Design icache_direct_mapped, sky130hd; sources not shown.
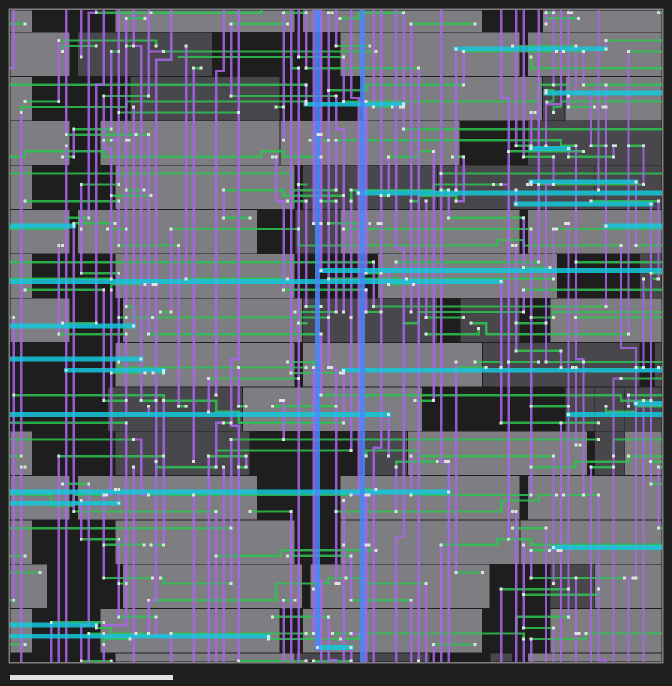
**Above:** a small window of the routed layout.
Scale bar: 10 microns. Window x 115 to 155, y 62 to 102 microns. Cells in gray, sequential cells in the stronger gray; small squares are vias.
legend:
  cyan:
    layer: M3
  purple:
    layer: M2
  green:
    layer: M1
  blue:
    layer: M4
cells with their middle in the window: 47
most frequent: edfxtp_1 (28), mux4_2 (5), buf_4 (4)
sequential cells in the window: 29

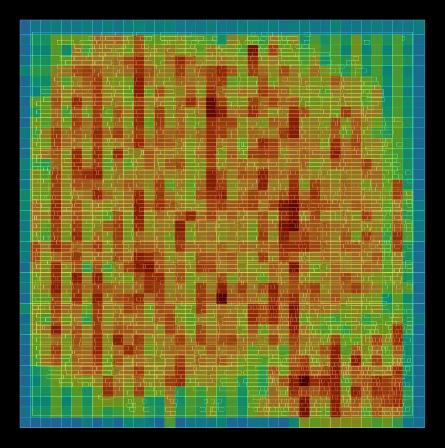
**Above:** routing congestion map.
Final Util: 72.9%
average wire per standard cell: 30.5 microns
global-route usage over all layers: 26.9%

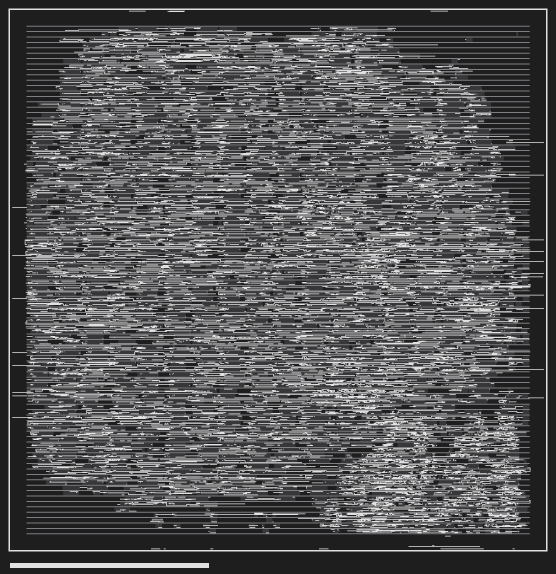
**Above:** met1 routing.
Scale bar: 100 microns. Supply wires on this layer in gray. Cells faint in the background.
share of all routed wire: 37%
nets with wire on the layer: 2327
longest straight run: 63.5 microns
via count: 22273
drt total wl: 100000 microns
met1 usage: 34.8%

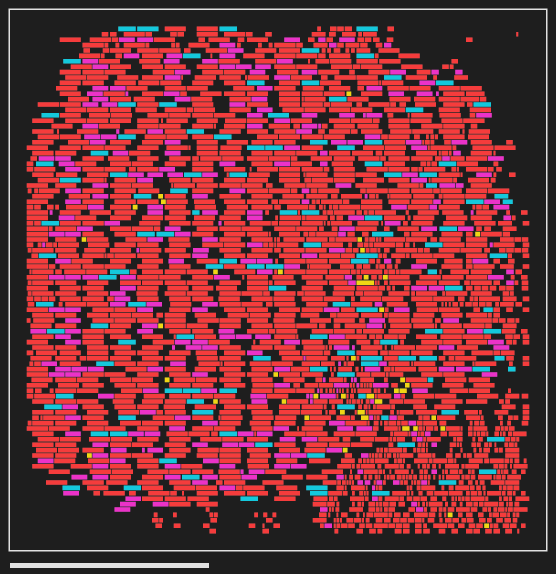
**Above:** drive-strength map.
Scale bar: 100 microns.
legend:
  magenta:
    size: x2
    cells: 315
    share: 13%
    most_used: mux4_2
  cyan:
    size: x6 and larger
    cells: 122
    share: 5.1%
    most_used: clkbuf_16
  yellow:
    size: x3 and x4
    cells: 40
    share: 1.7%
    most_used: buf_4
  red:
    size: x1 and smaller
    cells: 1937
    share: 80%
    most_used: edfxtp_1
P&R area growth vs syn: 14.2%
non-clock buffer count: 227

==> GITHUB_STEP_SUMMARY <==
## Implementation flow summary

| Metric | Value |
|---|---|
| Status | complete, no violations |
| Final Hold Fails | 0 |
| Max reg flops | 512 |
| Worst R2R Setup Slack | 7.64 ns |
| Clock buffer depth | 3 |
| DRC errors left | 0 |
| P per Cell Area | 160 nW/um^2 |
| Root Driver | clkbuf_16 |
| Die X | 270 microns |
| Endpoints failing setup | 0 |
| Flops after synth | 1039 |
| Hold Crit Depth | 2 |
| Setup ws final | 2.94 ns |
| Insertion Delay late pin | 0.65 ns |
| Die Size | 73400 sq um |
| CP Depth | 13 |
| Nets | 2410 |
| Synth Seq Share | 72.7% |
| Final min period | 8.86 ns |
| CP top delay family | buffers and inverters |
| Syn Inst Count | 2137 |
| H-tree level count | 3 |
| Post-CTS setup repair buffer count | 0 |
| Slowest CP cell | clkdlybuf4s50_1 |
| Endpoint type of the worst setup path | output pin |
| CP Cell Sequence | buf_8, buf_4, buf_16, mux4_2, mux2i_1, mux2i_1, xnor2_1, nand4_1, or4b_1, nand4b_1, buf_4, nor2b_1, clkdlybuf4s50_1 |
| Yosys stat chip area | 41400 sq um |
| GP Congestion | 0.858 |
| Leak | 14.9 nW |
| FP Util | 63.9% |
| Port-buffer cells | 194 |
| Vias in the first global route | 22982 |
| Post-CTS Hold Fix Bufs | 0 |
| Final period util | 75.1% |
| CP Class | input pin to output pin |
| Max cap viols | 0 |
| Place WS | 2.82 ns |
| Cell row count | 94 |
| Leading area contributor after synthesis | edfxtp_1 |
| Initial detailed-routing violation count | 2483 |
| Post-synth EDFFs | 928 |
| RSZ-0062 raised after global routing | no |
| Critical Path RT | 10.03 ns |
| Final clock skew | 0.0210 ns |
| Reg clk slew, reported paths | 0.06 ns |
| Slew Viols, Final | 0 |
| Slew @ Worst Pin | 1.14 ns |
| Worst setup SP type | input pin |
| Die height | 272 microns |
| Vias/cell | 6.79 |
| Worst Reg-to-Reg Cells | 11 |
| Worst hold path type | register to register |
| CTS tree | yes |
| Post-cts sizing count | 0 |
| First-pass GRT wire length | 147000 microns |
| Ys flop type | edfxtp_1 |
| FFs w/ async S/R, synth | 0% |
| Share of cells above drive strength 1 | 19.8% |
| Max Fclk | 113 MHz |
| Crit path DAT | 7.09 ns |
| Initial antenna violation count | 6 |
| Most common logic cells in the final layout | 928 x edfxtp_1, 241 x mux4_2, 189 x clkdlybuf4s50_1 |
| TritonCTS buffer count | 99 |
| Top cell type's share of synthesized area | 67.3% |
| CTS Sinks | 1039 |
| Syn Area/Cell | 19.4 sq um |
| Tool warnings | 29 |
| Detailed placement HPWL | 51500 microns |
| Peak supply drop | 0.132 mV |
| Mapped Area | 41400 sq um |
| Total core area | 64800 sq um |
| Yosys warning total | 0 |
| Final setup TNS | 0 ns |
| Crit path buffers/inverters | 5 |
| Drt pass-1 iters | 5 |
| Top cells by area | edfxtp_1 67%, mux4_2 13%, dfxtp_1 5.4%, mux2i_1 1.5%, nor2b_1 1.2% |
layer usage:
metal	GRT usage (%)	wire length, microns	up-vias
met1	34.8	36800	11570
met5	0	23	-
met4	9.90	3430	4
li1	-	-	9161
met2	45.8	51200	1296
met3	5.05	8720	242
worst reg2reg max path: stages (launching register included):
cell	delay (ns)
edfxtp_1	0.38
mux4_1	0.53
mux4_2	0.49
xnor2_1	0.39
o21a_1	0.20
o2111ai_1	0.14
nor4_1	0.51
nor4bb_4	0.28
buf_4	0.36
nor2_4	0.05
buf_4	0.30
mux2_1	0.42
kinds of logic (layout without fill, tap and decap cells):
family                   count (synthesis)  in the layout  synth area share, %
flip-flops                            1039           1039                 72.7
buffers and inverters                  158            434                 1.86
adder cells (fa/ha/maj)                  2              2               0.0604
multiplexers                           371            371                 17.0
AND/OR/NAND/NOR                        376            376                 5.22
XOR/XNOR                                37             37                0.783
other                                    1              4              0.00906
AND-OR/OR-AND                          153            153                 2.38
Yosys cell counts, types with 31 or more instances:
master,instances
a21oi_1,68
clkbuf_1,52
dfxtp_1,111
nor2b_1,81
o31ai_1,31
nor2_1,42
nand3_1,33
edfxtp_1,928
buf_2,35
mux4_2,241
nand2_1,61
mux2i_1,62
report_power, final:
part | switching, mW | internal, mW
clock network | 1.32 | 1.78
logic | 0.209 | 0.162
registers | 0.0372 | 4.03
total | 1.57 | 5.98
metrics by stage:
stage	instances	utilization, %	area (sq um)
floorplan	2138	-	41400
global placement	3101	68.1	44100
detailed placement	3101	68.1	44100
CTS	3277	72.9	47200
global route	3278	72.9	47300
finish	3280	72.9	47300
final cells by class:
cell class	instances	area, sq um	share of cell area (%)
timing repair buffer	227	2240	4.74
multi-input combinational	941	10600	22.4
clock buffer	125	2620	5.54
inverter	31	125	0.265
clock inverter	51	504	1.07
tap	864	1080	2.29
sequential	1039	30100	63.7
antenna	2	5.00	0.0106
Power figures rest on the tool's default switching activity, not on a simulated workload.
